### src/rtl/collision_manager_if.sv
`default_nettype none
// ============================================================================
//  Module      : collision_manager_if
//  Description : Bundles the frame/collision inputs and the crash/lives/
//                invulnerability outputs of collision_manager.
//                slave  : the collision manager (consumes flags, drives status)
//                master : the game side (drives flags, consumes status)
//  Ports       : frame_tick, game_active, iscollide[4:0]      (master -> slave)
//                crash, crash_idx[2:0], obstacle_clear[4:0],
//                lives[1:0], invuln, blink, game_over          (slave -> master)
//  Revision    : 1.0  initial release
// ============================================================================
interface collision_manager_if;
    logic       frame_tick;
    logic       game_active;
    logic [4:0] iscollide;
    logic       crash;
    logic [2:0] crash_idx;
    logic [4:0] obstacle_clear;
    logic [1:0] lives;
    logic       invuln;
    logic       blink;
    logic       game_over;

    modport master (
        output frame_tick, game_active, iscollide,
        input  crash, crash_idx, obstacle_clear, lives, invuln, blink, game_over
    );

    modport slave (
        input  frame_tick, game_active, iscollide,
        output crash, crash_idx, obstacle_clear, lives, invuln, blink, game_over
    );
endinterface
`default_nettype wire

### src/rtl/collision_manager.sv
`default_nettype none
// ============================================================================
//  Module      : collision_manager
//  Description : Confirms obstacle collisions over consecutive frame ticks,
//                selects the obstacle to remove, tracks lives, runs the
//                blinking invulnerability window and flags game over.
//  Ports       : clk    - system clock
//                reset  - synchronous active-high reset
//                bus    - collision_manager_if.slave (flags in, status out)
//  Revision    : 1.0  initial release
// ============================================================================
module collision_manager #(
    parameter int unsigned INIT_LIVES     = 3,
    parameter int unsigned CONFIRM_FRAMES = 2,
    parameter int unsigned INVULN_FRAMES  = 120,
    parameter int unsigned BLINK_FRAMES   = 8
) (
    input  wire logic           clk,
    input  wire logic           reset,
    collision_manager_if.slave  bus
);

    localparam logic [1:0] c_init_lives = 2'(INIT_LIVES);
    localparam logic [7:0] c_confirm    = 8'(CONFIRM_FRAMES);
    localparam logic [7:0] c_invuln     = 8'(INVULN_FRAMES);
    localparam logic [7:0] c_blink      = 8'(BLINK_FRAMES);

    typedef enum logic [1:0] {
        S_IDLE   = 2'd0,
        S_RUN    = 2'd1,
        S_INVULN = 2'd2,
        S_OVER   = 2'd3
    } state_t;

    state_t     state_q;
    logic [7:0] confirm_q;
    logic [7:0] invuln_cnt_q;
    logic [7:0] blink_cnt_q;
    logic       crash_q;
    logic [2:0] crash_idx_q;
    logic [4:0] clear_q;
    logic [1:0] lives_q;
    logic       invuln_q;
    logic       blink_q;
    logic       game_over_q;

    logic [7:0] w_confirm_inc;
    logic [7:0] w_invuln_inc;
    logic [7:0] w_blink_inc;
    logic       w_any;
    logic       w_hit;
    logic [2:0] w_idx;

    // Saturating increments of the three frame counters.
    assign w_confirm_inc = (confirm_q    == 8'hFF) ? 8'hFF : confirm_q    + 8'd1;
    assign w_invuln_inc  = (invuln_cnt_q == 8'hFF) ? 8'hFF : invuln_cnt_q + 8'd1;
    assign w_blink_inc   = (blink_cnt_q  == 8'hFF) ? 8'hFF : blink_cnt_q  + 8'd1;

    assign w_any = |bus.iscollide;
    assign w_hit = w_any && (w_confirm_inc == c_confirm);

    // Lowest set flag wins: scan from the top so the lowest index is written last.
    always_comb begin
        w_idx = 3'd0;
        for (int i = 4; i >= 0; i--) begin
            if (bus.iscollide[i]) begin
                w_idx = 3'(i);
            end
        end
    end

    always_ff @(posedge clk) begin
        if (reset) begin
            state_q      <= S_IDLE;
            confirm_q    <= 8'd0;
            invuln_cnt_q <= 8'd0;
            blink_cnt_q  <= 8'd0;
            crash_q      <= 1'b0;
            crash_idx_q  <= 3'd0;
            clear_q      <= 5'd0;
            lives_q      <= 2'd0;
            invuln_q     <= 1'b0;
            blink_q      <= 1'b0;
            game_over_q  <= 1'b0;
        end else begin
            // crash and obstacle_clear are single-cycle pulses.
            crash_q <= 1'b0;
            clear_q <= 5'd0;
            case (state_q)
                S_IDLE: begin
                    game_over_q <= 1'b0;
                    invuln_q    <= 1'b0;
                    blink_q     <= 1'b0;
                    if (bus.game_active) begin
                        lives_q   <= c_init_lives;
                        confirm_q <= 8'd0;
                        state_q   <= S_RUN;
                    end
                end
                S_RUN: begin
                    // Leaving the game outranks any hit confirmed on this tick.
                    if (!bus.game_active) begin
                        state_q      <= S_IDLE;
                        confirm_q    <= 8'd0;
                        invuln_cnt_q <= 8'd0;
                        blink_cnt_q  <= 8'd0;
                        invuln_q     <= 1'b0;
                        blink_q      <= 1'b0;
                    end else if (bus.frame_tick) begin
                        if (!w_any) begin
                            confirm_q <= 8'd0;
                        end else if (w_hit) begin
                            crash_q     <= 1'b1;
                            crash_idx_q <= w_idx;
                            clear_q     <= 5'(5'd1 << w_idx);
                            confirm_q   <= 8'd0;
                            // Last life: no invulnerability, straight to game over.
                            if (lives_q <= 2'd1) begin
                                lives_q     <= 2'd0;
                                game_over_q <= 1'b1;
                                state_q     <= S_OVER;
                            end else begin
                                lives_q      <= lives_q - 2'd1;
                                state_q      <= S_INVULN;
                                invuln_q     <= 1'b1;
                                blink_q      <= 1'b1;
                                invuln_cnt_q <= 8'd0;
                                blink_cnt_q  <= 8'd0;
                            end
                        end else begin
                            confirm_q <= w_confirm_inc;
                        end
                    end
                end
                S_INVULN: begin
                    if (!bus.game_active) begin
                        state_q      <= S_IDLE;
                        confirm_q    <= 8'd0;
                        invuln_cnt_q <= 8'd0;
                        blink_cnt_q  <= 8'd0;
                        invuln_q     <= 1'b0;
                        blink_q      <= 1'b0;
                    end else if (bus.frame_tick) begin
                        if (w_invuln_inc == c_invuln) begin
                            state_q      <= S_RUN;
                            invuln_q     <= 1'b0;
                            blink_q      <= 1'b0;
                            confirm_q    <= 8'd0;
                            invuln_cnt_q <= 8'd0;
                            blink_cnt_q  <= 8'd0;
                        end else begin
                            invuln_cnt_q <= w_invuln_inc;
                            if (w_blink_inc == c_blink) begin
                                blink_q     <= ~blink_q;
                                blink_cnt_q <= 8'd0;
                            end else begin
                                blink_cnt_q <= w_blink_inc;
                            end
                        end
                    end
                end
                S_OVER: begin
                    lives_q     <= 2'd0;
                    game_over_q <= 1'b1;
                    if (!bus.game_active) begin
                        state_q     <= S_IDLE;
                        game_over_q <= 1'b0;
                    end
                end
                default: begin
                    state_q <= S_IDLE;
                end
            endcase
        end
    end

    assign bus.crash          = crash_q;
    assign bus.crash_idx      = crash_idx_q;
    assign bus.obstacle_clear = clear_q;
    assign bus.lives          = lives_q;
    assign bus.invuln         = invuln_q;
    assign bus.blink          = blink_q;
    assign bus.game_over      = game_over_q;

endmodule
`default_nettype wire

### src/flat_wrapper.sv
// flat-port wrapper written by rule: the top's interface ports become plain ports
module collision_manager_flat 
#(
    parameter int unsigned INIT_LIVES     = 3,
    parameter int unsigned CONFIRM_FRAMES = 2,
    parameter int unsigned INVULN_FRAMES  = 120,
    parameter int unsigned BLINK_FRAMES   = 8
)
  (clk, reset, bus_frame_tick, bus_game_active, bus_iscollide, bus_crash, bus_crash_idx, bus_obstacle_clear, bus_lives, bus_invuln, bus_blink, bus_game_over);
  collision_manager_if bus_i ();
  input  wire logic clk;
  input  wire logic reset;
  input wire logic [$bits(bus_i.frame_tick)-1:0] bus_frame_tick;
  input wire logic [$bits(bus_i.game_active)-1:0] bus_game_active;
  input wire logic [$bits(bus_i.iscollide)-1:0] bus_iscollide;
  output wire logic [$bits(bus_i.crash)-1:0] bus_crash;
  output wire logic [$bits(bus_i.crash_idx)-1:0] bus_crash_idx;
  output wire logic [$bits(bus_i.obstacle_clear)-1:0] bus_obstacle_clear;
  output wire logic [$bits(bus_i.lives)-1:0] bus_lives;
  output wire logic [$bits(bus_i.invuln)-1:0] bus_invuln;
  output wire logic [$bits(bus_i.blink)-1:0] bus_blink;
  output wire logic [$bits(bus_i.game_over)-1:0] bus_game_over;
  assign bus_i.frame_tick = bus_frame_tick;
  assign bus_i.game_active = bus_game_active;
  assign bus_i.iscollide = bus_iscollide;
  assign bus_crash = bus_i.crash;
  assign bus_crash_idx = bus_i.crash_idx;
  assign bus_obstacle_clear = bus_i.obstacle_clear;
  assign bus_lives = bus_i.lives;
  assign bus_invuln = bus_i.invuln;
  assign bus_blink = bus_i.blink;
  assign bus_game_over = bus_i.game_over;
  collision_manager #(.INIT_LIVES(INIT_LIVES), .CONFIRM_FRAMES(CONFIRM_FRAMES), .INVULN_FRAMES(INVULN_FRAMES), .BLINK_FRAMES(BLINK_FRAMES)) u_core (.clk(clk), .reset(reset), .bus(bus_i));
endmodule
### config.mk
export PLATFORM = sky130hd
export DESIGN_NAME = collision_manager_flat
export DESIGN_NICKNAME = d
export VERILOG_FILES = /design/src/rtl/collision_manager_if.sv /design/src/rtl/collision_manager.sv /design/src/flat_wrapper.sv
export SDC_FILE = /design/constraint.sdc
export NUM_CORES = 1
export LEC_CHECK = 0
export CELL_PAD_IN_SITES_DETAIL_PLACEMENT = 1
export CELL_PAD_IN_SITES_GLOBAL_PLACEMENT = 1
export CORE_MARGIN = 4
export CORE_UTILIZATION = 47
export CTS_CLUSTER_SIZE = 14
export DETAILED_ROUTE_END_ITERATION = 7
export DONT_BUFFER_PORTS = 1
export PLACE_DENSITY = 0.79
export SETUP_SLACK_MARGIN = 0.02
export SYNTH_ARGS = -nofsm -noshare
export SYNTH_HDL_FRONTEND = slang
export SYNTH_SLANG_ARGS = --single-unit
### constraint.sdc
create_clock -name clk -period 2.92 [get_ports clk]
set_input_delay 0.584 -clock clk [delete_from_list [all_inputs] [get_ports clk]]
set_output_delay 0.584 -clock clk [all_outputs]
set_load 0.02 [all_outputs]
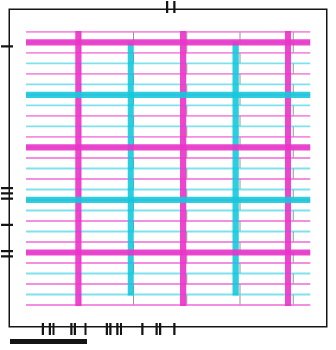
(run_1/floorplan.png)
Scale bar: 20 microns. Pins as bars on the die edge. Tap cells in grey.
VSS: in magenta. VDD: in cyan.
5 straps on met5. 27 met1 rails follow the rows. The core has 26 rows.
y dimension of the die: 81.8 microns
worst-case vdd ir drop: 0.368 mV
Die Span X: 81.8 microns
core area: 5200 sq um

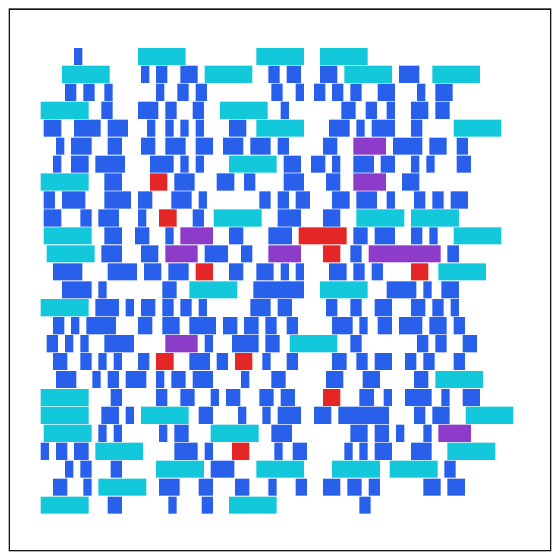
(run_1/class_map.png)
clock drivers and dummy loads: in purple, cells 8, share of their area 4.7%. registers: in cyan, cells 40, share of their area 30%. remaining logic cells: in blue, cells 264, share of their area 62%. remaining buffers and delay cells: in red, cells 10, share of their area 3.3%.
standard-cell rows: 26
Layout Utilization: 53.3%

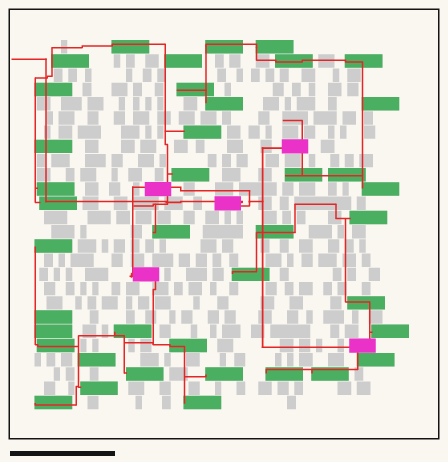
(run_1/clock_wires.png)
Scale bar: 20 microns.
clock wires: in red, length 596 microns. flip-flops: in green, count 40. clock-net drivers: in magenta, count 5.
There are 6 routed clock nets. Position of the flops: widely spread.

## run 1: registers in the layout (all words and copies together), names as in the netlist
signal / cells
u_core.bus.game_over: 1
u_core.state_q: 2
u_core.bus.invuln: 1
u_core.bus.lives: 2
u_core.bus.blink: 1
u_core.blink_cnt_q: 8
u_core.bus.crash_idx: 3
u_core.bus.obstacle_clear: 5
u_core.confirm_q: 8
u_core.invuln_cnt_q: 8
u_core.bus.crash: 1
## run 1: routing by layer
metal / share of wire [%] / routed length [microns]
met3: 2.6 / 180
met4: 1.4 / 100
met2: 48 / 3310
met5: 0 / 0
met1: 48 / 3330
## run 1: synthesized netlist by cell type (3+ instances only)
cell type and instances:
sky130_fd_sc_hd__dfxtp_1 40, sky130_fd_sc_hd__nand2_1 29, sky130_fd_sc_hd__a21oi_1 25, sky130_fd_sc_hd__a211oi_1 22, sky130_fd_sc_hd__nor2_1 20, sky130_fd_sc_hd__o21ai_0 16
sky130_fd_sc_hd__clkbuf_1 15, sky130_fd_sc_hd__inv_1 14, sky130_fd_sc_hd__nand3_1 13, sky130_fd_sc_hd__nand4_1 10, sky130_fd_sc_hd__nor3_1 10, sky130_fd_sc_hd__nand2b_1 9
sky130_fd_sc_hd__buf_2 8, sky130_fd_sc_hd__ha_1 8, sky130_fd_sc_hd__nor4_1 8, sky130_fd_sc_hd__a31oi_1 4, sky130_fd_sc_hd__a41oi_1 4, sky130_fd_sc_hd__and2_1 4
sky130_fd_sc_hd__and4_1 4, sky130_fd_sc_hd__o31ai_1 4, sky130_fd_sc_hd__a21o_1 3, sky130_fd_sc_hd__and3_1 3, sky130_fd_sc_hd__mux2i_1 3, sky130_fd_sc_hd__o211ai_1 3
sky130_fd_sc_hd__or3b_2 3
## run 1: path summary, 6_finish.rpt
| path | start | endpoint | slack [ps] | cells after the start |
|---|---|---|---|---|
| hold reg to reg | u_core.blink_cnt_q[1]$_SDFFE_PP0P_ | u_core.blink_cnt_q[1]$_SDFFE_PP0P_ | 550 | 2 |
| setup / recovery | u_core.confirm_q[1]$_SDFFE_PP0P_ | u_core.state_q[1]$_SDFFE_PP0P_ | 170 | 7 |
| setup reg to reg | u_core.confirm_q[1]$_SDFFE_PP0P_ | u_core.state_q[1]$_SDFFE_PP0P_ | 170 | 7 |
| hold / removal | reset | u_core.blink_cnt_q[0]$_SDFFE_PP0P_ | 340 | 1 |
## run 1: power by group through the flow
stage / logic [mW] / registers [mW] / clock network [mW]
after floorplan: 0.115 / 0.580 / 0
after global placement: 0.145 / 0.585 / 0
after detailed placement: 0.149 / 0.586 / 0
after CTS: 0.150 / 0.572 / 0.525
after global routing: 0.168 / 0.575 / 0.545
final: 0.151 / 0.572 / 0.506
## run 1: cell families after synthesis
| logic type | synth area share [%] |
|---|---|
| AND-OR/OR-AND | 28.6 |
| adder cells (fa/ha/maj) | 3.91 |
| buffers and inverters | 5.81 |
| flip-flops | 31.3 |
| multiplexers | 1.61 |
| AND/OR/NAND/NOR | 28.8 |
## run 1: final cells by class
type	count	share of cell area [%]
repair buffers	10	3.15
inverters	14	1.89
flip-flops and latches	40	28.8
multi-input cells	250	58.4
well taps	70	3.15
clock inverters	1	1.08
clock buffers	7	3.47
==> results.txt, run 1 <==
flow finished, numbers: gp weighted congestion 0.826, post-route antenna net violation count 0, Worst-Skew Late Latency 300 ps, WL final 6.92 mm, synthesized instance count 327, input/output buffers 0, htree depth 2, Net Sw Frac 25.5%, relative contribution of combinational cells to total power 12.3%, residual DRC count 0, worst hold slack after final layout 341 ps, Clock Root Buffer sky130_fd_sc_hd__clkbuf_8, setup fix buffers added after clock tree synthesis 0, power density over the cells 443 nW/um^2, Worst path top cell family by delay simple AND/OR/NAND/NOR gates, status finished, final reports clean, Fin Clk Skew 3.23 ps, Via Count 2479, fin worst setup slack 168 ps, library cell with the largest summed area after synthesis sky130_fd_sc_hd__dfxtp_1, leakage power 0.906 nW, Top cell by count, worst path sky130_fd_sc_hd__or4_4, global-route track usage on met3 4.06%, most area-consuming cells after synthesis sky130_fd_sc_hd__dfxtp_1 31%, sky130_fd_sc_hd__a211oi_1 6.4%, sky130_fd_sc_hd__a21oi_1 4.9%, sky130_fd_sc_hd__nand2_1 4.2%, sky130_fd_sc_hd__ha_1 3.9%, Tool Warnings 30, relative area change from synthesis to final layout 8.35%, number of antenna violations at the first check in global routing 0, NetSw 0.314 mW, highest fanout seen on the critical path 7, Critical-path top delay cell sky130_fd_sc_hd__or4_4, net count entering floorplan 344, post-route cell area 2780 sq um, setup slack after placement 219 ps, total instance count after detailed placement 384, count of hold-fix buffers inserted at cts 0, Critical Path, Cell by Cell ha_1 -> and3_1 -> or4_4 -> o311a_4 -> or4_4 -> and4_4 -> a311o_1, First-pass DRT Iterations 4, clock power share 41.2%, count of placed standard cells in the final layout, fillers left out 392, number of clock sinks 40, pin count of the biggest net entering global routing 38, final clock period utilization by the worst path 94.3%, clock tree from TritonCTS done, setup TNS 0 ps, Antenna Cells 0, placement-stage cell area 2650 sq um, worst max-slew margin expressed relative to the limit 54.4%, Setup Viol. Count Final 0
==> inputs of run 2 (changes only) <==
--- a/config.mk
+++ b/config.mk
@@ -5,6 +5,7 @@
 export SDC_FILE = /design/constraint.sdc
 export NUM_CORES = 1
 export LEC_CHECK = 0
+export ABC_CLOCK_PERIOD_IN_PS = 2920
 export CELL_PAD_IN_SITES_DETAIL_PLACEMENT = 1
 export CELL_PAD_IN_SITES_GLOBAL_PLACEMENT = 1
 export CORE_MARGIN = 4
==> run 2 against run 1 <==
Total power did not move; sequential share of layout area did not move; maximum frequency did not move; final cell count did not move; worst hold slack did not move; highest routed layer unchanged.
==> results.txt, run 2 <==
flow finished, numbers: Setup Viol. Count Final 0 (unchanged), net count entering floorplan 344 (unchanged), most used standard cells in the synthesized netlist 40 x sky130_fd_sc_hd__dfxtp_1, 29 x sky130_fd_sc_hd__nand2_1, 25 x sky130_fd_sc_hd__a21oi_1, First-pass DRT Iterations 4 (unchanged), count of placed standard cells in the final layout, fillers left out 392 (unchanged), number of antenna violations at the first check in global routing 0 (unchanged), Net Sw Frac 25.5% (unchanged), y dimension of the die 81.8 microns (unchanged), Layout Utilization 53.3% (unchanged), Tool Warnings 30 (unchanged), Multiplexer share 1.61% (unchanged), post-route antenna net violation count 0 (unchanged), leakage power 0.906 nW (unchanged), FA/HA/MAJ Cells, Area Fraction 3.91% (unchanged), status finished, final reports clean, WL final 6.92 mm (unchanged), setup fix buffers added after clock tree synthesis 0 (unchanged), setup slack on the worst flop-to-flop path 170 ps (about the same), relative area change from synthesis to final layout 8.35% (unchanged), worst-case vdd ir drop 0.368 mV (unchanged), core area 5200 sq um (unchanged), library cell with the largest summed area after synthesis sky130_fd_sc_hd__dfxtp_1, pin count of the biggest net entering global routing 38 (unchanged), most area-consuming cells after synthesis sky130_fd_sc_hd__dfxtp_1 31%, sky130_fd_sc_hd__a211oi_1 6.4%, sky130_fd_sc_hd__a21oi_1 4.9%, sky130_fd_sc_hd__nand2_1 4.2%, sky130_fd_sc_hd__ha_1 3.9%, clock tree from TritonCTS done, R2R cell count 7 (unchanged), Worst Hold Endpoint u_core.blink_cnt_q[0]$_SDFFE_PP0P_, count of hold-fix buffers inserted at cts 0 (unchanged), largest registers u_core.blink_cnt_q x8, u_core.confirm_q x8, u_core.invuln_cnt_q x8, gp weighted congestion 0.826 (unchanged), Clock Root Buffer sky130_fd_sc_hd__clkbuf_8, worst max-slew margin expressed relative to the limit 54.4% (unchanged), input/output buffers 0 (unchanged), Synth logic family simple AND/OR/NAND/NOR gates, launch instance of the worst min-delay path reset, placement-stage cell area 2650 sq um (unchanged), xor/xnor share of the synthesized area 0% (unchanged), leading cell type by number of instances after synthesis sky130_fd_sc_hd__dfxtp_1
-- run 2: final cells by class --
cell class	count	area [sq um]
clock buffers	7	96.3
clock inverters	1	30.0
fillers	659	2430
inverters	14	52.6
multi-input cells	250	1620
flip-flops and latches	40	801
well taps	70	87.6
repair buffers	10	87.6
-- run 2: cell families (layout without fill, tap and decap cells) --
group,after synthesis,count (layout)
buf+inv,37,32
flops,40,40
simple gates,133,133
mux,4,4
compound gates,105,105
fa+ha+maj,8,8
-- run 2: metrics by stage --
step	setup WS, ps	hold slack [ps]
2_1_floorplan	300	486
3_3_place_gp	266	515
3_5_place_dp	219	530
4_1_cts	200	330
5_1_grt	27.8	330
6_report	168	341
-- run 2: critical path, stage by stage, from the launching register on --
cell	delay, ps
sky130_fd_sc_hd__dfxtp_1	380
sky130_fd_sc_hd__ha_1	280
sky130_fd_sc_hd__and3_1	250
sky130_fd_sc_hd__or4_4	530
sky130_fd_sc_hd__o311a_4	180
sky130_fd_sc_hd__or4_4	520
sky130_fd_sc_hd__and4_4	200
sky130_fd_sc_hd__a311o_1	300
-- run 2: power groups by stage --
stage / clock network (mW) / logic (mW) / registers [mW]
floorplan: 0 / 0.115 / 0.580
global placement: 0 / 0.145 / 0.585
detailed placement: 0 / 0.149 / 0.586
CTS: 0.525 / 0.150 / 0.572
global route: 0.545 / 0.168 / 0.575
finish: 0.506 / 0.151 / 0.572
-- run 2: how the worst max path moves through the flow --
stage / from / endpoint / cells after the start
6_report: u_core.confirm_q[1]$_SDFFE_PP0P_ / u_core.state_q[1]$_SDFFE_PP0P_ / 7
5_1_grt: u_core.confirm_q[1]$_SDFFE_PP0P_ / u_core.blink_cnt_q[7]$_SDFFE_PP0P_ / 9
2_1_floorplan: u_core.confirm_q[0]$_SDFFE_PP0P_ / u_core.state_q[1]$_SDFFE_PP0P_ / 7
3_3_place_gp: u_core.confirm_q[1]$_SDFFE_PP0P_ / u_core.state_q[1]$_SDFFE_PP0P_ / 7
4_1_cts: u_core.confirm_q[1]$_SDFFE_PP0P_ / u_core.state_q[1]$_SDFFE_PP0P_ / 7
3_5_place_dp: u_core.confirm_q[1]$_SDFFE_PP0P_ / u_core.state_q[1]$_SDFFE_PP0P_ / 7
-- run 2: routing by layer --
layer	GRT usage [%]	wire length, microns
met1	30.5	3330
met2	38.0	3310
met3	4.06	180
met4	7.14	100
met5	0	0
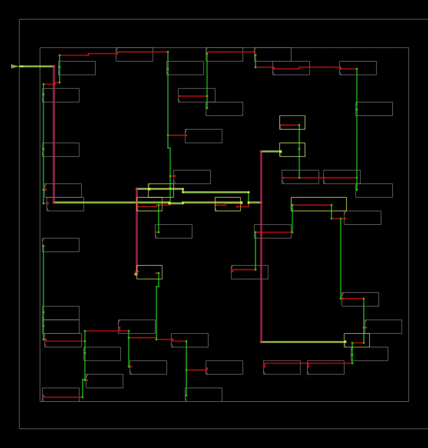
(run_2/clock_nets.png)
number of clock sinks: 40
Fin Clk Skew: 3.23 ps
clock network power: 0.506 mW

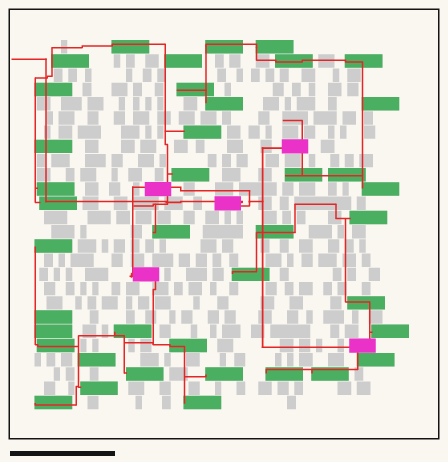
(run_2/clock_wires.png)
Scale bar: 20 microns.
clock wires: in red, length 596 microns. flip-flops: in green, count 40. clock-net drivers: in magenta, count 5.
Position of the flops: widely spread. There are 6 routed clock nets.
Worst-Skew Late Latency: 300 ps
clock power share: 41.2%

==> run_2/floorplan.png <==
Scale bar: 20 microns. Pins as bars on the die edge. Tap cells in grey.
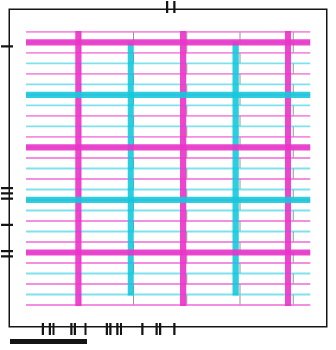

==> inputs of run 3 (changes only) <==
--- a/config.mk
+++ b/config.mk
@@ -14,6 +14,7 @@
 export DETAILED_ROUTE_END_ITERATION = 7
 export DONT_BUFFER_PORTS = 1
 export PLACE_DENSITY = 0.79
+export REMOVE_ABC_BUFFERS = 1
 export SETUP_SLACK_MARGIN = 0.02
 export SYNTH_ARGS = -nofsm -noshare
 export SYNTH_HDL_FRONTEND = slang
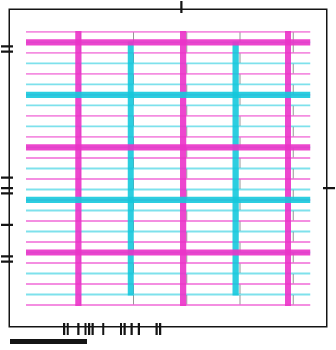
(run_3/floorplan.png)
Scale bar: 20 microns. Pins as bars on the die edge. Tap cells in grey.
VDD: in cyan. VSS: in magenta.
23 signal pins sit on the boundary. 70 tap cells. 5 straps on met4. 5 straps on met5. 27 met1 rails follow the rows.
worst-case vdd ir drop: 0.296 mV

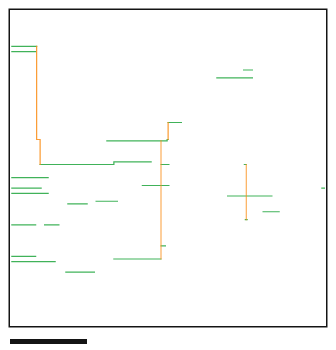
(run_3/layers.png)
Scale bar: 20 microns. Only two layers are drawn.
M4: in orange, wire length 80.8 microns. M3: in green, wire length 184 microns.
WL final: 6.84 mm
Avg WL per Cell: 17.4 microns

==> run 3 against run 2 <==
Total power about the same; first-iteration DRC count grew 24%; critical path depth did not move; worst hold slack improved by 13 ps; sequential cell count unchanged; wire length down 1.2%; clock skew increased by 1.1 ps; via count up 0.93%; final cell count grew 0.51%; critical endpoint unchanged; largest power group unchanged; highest routed layer unchanged.
==> results.txt, run 3 <==
flow finished, numbers: gp weighted congestion 0.893 (+8.2%), number of clock sinks 40 (unchanged), input/output buffers 0 (unchanged), Unique cell types 57, y dimension of the die 81.8 microns (unchanged), Worst setup endpoint u_core.state_q[1]$_SDFFE_PP0P_, relative area change from synthesis to final layout 9.18%, flip-flop and latch count after synthesis 40, most area-consuming cells after synthesis sky130_fd_sc_hd__dfxtp_1 31%, sky130_fd_sc_hd__a211oi_1 6.4%, sky130_fd_sc_hd__a21oi_1 4.9%, sky130_fd_sc_hd__nand2_1 4.2%, sky130_fd_sc_hd__ha_1 3.9%, Clock Root Buffer sky130_fd_sc_hd__clkbuf_8, proportion of layout cells with a drive suffix above 1 11.1%, post-cts repair resize count 0, post-route antenna net violation count 0 (unchanged), register area 801 sq um (unchanged), core area 5200 sq um (unchanged), launch instance of the worst min-delay path reset, I/O pin cnt 23, Fin Clk Skew 4.29 ps (+1.05 ps), FA/HA/MAJ Cells, Area Fraction 3.91% (unchanged), R2R cell count 7 (unchanged), startpoint of the worst-slack reg-to-reg timing path u_core.confirm_q[1]$_SDFFE_PP0P_, leading cell type by number of instances after synthesis sky130_fd_sc_hd__dfxtp_1, Multiplexer share 1.61% (unchanged), leakage power 0.916 nW (+1.1%), setup slack after placement 204 ps (-14.8 ps), clock tree from TritonCTS done, number of vias per cell 6.35, Worst-Skew Late Latency 290 ps (about the same), xor/xnor share of the synthesized area 0% (unchanged), Synth logic family simple AND/OR/NAND/NOR gates, Max Fclk 363 MHz, fin worst setup slack 168 ps (-0.202 ps), endpoint arrival time on the critical path 2930 ps, most used standard cells in the synthesized netlist 40 x sky130_fd_sc_hd__dfxtp_1, 29 x sky130_fd_sc_hd__nand2_1, 25 x sky130_fd_sc_hd__a21oi_1, Critical Path Start u_core.confirm_q[1]$_SDFFE_PP0P_, status finished, final reports clean, number of antenna violations at the first check in global routing 0 (unchanged), setup slack on the worst flop-to-flop path 170 ps (about the same), chip area line of the yosys report 2560 sq um, fill cell total of the finished layout 649 (-1.5%), fraction of synthesis flops using an asynchronous set or reset pin 0%, library cell with the largest summed area after synthesis sky130_fd_sc_hd__dfxtp_1, worst max-slew margin expressed relative to the limit 65.3% (+11 points), area taken by multi-input logic gates 1630 sq um (+0.39%), Tool Warnings 29 (-3.3%), Setup Viol. Count Final 0 (unchanged), pin count of the biggest net entering global routing 38 (unchanged), largest registers u_core.blink_cnt_q x8, u_core.confirm_q x8, u_core.invuln_cnt_q x8, setup fix buffers added after clock tree synthesis 0 (unchanged), First-pass DRT Iterations 4 (unchanged)
[run 3: cell counts after synthesis]
Identical to the previous run, type by type.
[run 3: power breakdown]
part           leakage [nW]  internal (mW)  total (mW)  switching [mW]
clock                0.0645          0.302       0.502           0.200
combinational         0.528         0.0630       0.153          0.0903
sequential            0.323          0.553       0.573          0.0195
[run 3: worst min path at each step]
| stage | slack (ps) | to | cells after the start |
|---|---|---|---|
| 2_1_floorplan | 480 | u_core.blink_cnt_q[1]$_SDFFE_PP0P_ | 2 |
| 3_3_place_gp | 510 | u_core.blink_cnt_q[1]$_SDFFE_PP0P_ | 2 |
| 3_5_place_dp | 520 | u_core.blink_cnt_q[1]$_SDFFE_PP0P_ | 2 |
| 4_1_cts | 340 | u_core.invuln_cnt_q[0]$_SDFFE_PP0P_ | 1 |
| 5_1_grt | 330 | u_core.blink_cnt_q[0]$_SDFFE_PP0P_ | 1 |
| 6_report | 350 | u_core.invuln_cnt_q[0]$_SDFFE_PP0P_ | 1 |
[run 3: cells by family after synthesis]
kind of cell / Yosys count
simple gates: 133
compound gates: 105
flops: 40
buf+inv: 37
fa+ha+maj: 8
mux: 4
[run 3: per-layer routing]
metal,vias to the layer above,share of wire (%),track usage (%)
li1,1232,-,-
met1,1224,48,30.0
met2,36,48,38.5
met3,10,2.7,3.84
met4,0,1.2,4.98
met5,-,0,0
[run 3: stage by stage]
stage / cell area, sq um / utilization (%) / std cells / hold WS (ps) / setup TNS (ps)
global placement: 2670 / 51.2 / 386 / 514 / 0
global route: 2800 / 53.8 / 394 / 330 / 0
CTS: 2790 / 53.6 / 394 / 345 / 0
finish: 2800 / 53.8 / 394 / 353 / 0
floorplan: 2470 / - / 304 / 481 / -2490
detailed placement: 2670 / 51.2 / 386 / 520 / 0
[run 3: final cells by class]
class                   instances  area share, %
well taps                      70           3.13
multi-input cells             250           58.2
clock buffers                   7           3.44
repair buffers                 12           3.67
flip-flops and latches         40           28.6
inverters                      14           1.88
clock inverters                 1           1.07
[run 3: worst max-delay path: stages (launching register included)]
cell,delay [ps]
sky130_fd_sc_hd__dfxtp_1,380
sky130_fd_sc_hd__ha_1,270
sky130_fd_sc_hd__and3_1,250
sky130_fd_sc_hd__or4_4,540
sky130_fd_sc_hd__o311a_4,180
sky130_fd_sc_hd__or4_4,530
sky130_fd_sc_hd__and4_4,200
sky130_fd_sc_hd__a311o_1,300
Power and IR drop assume default switching activity.
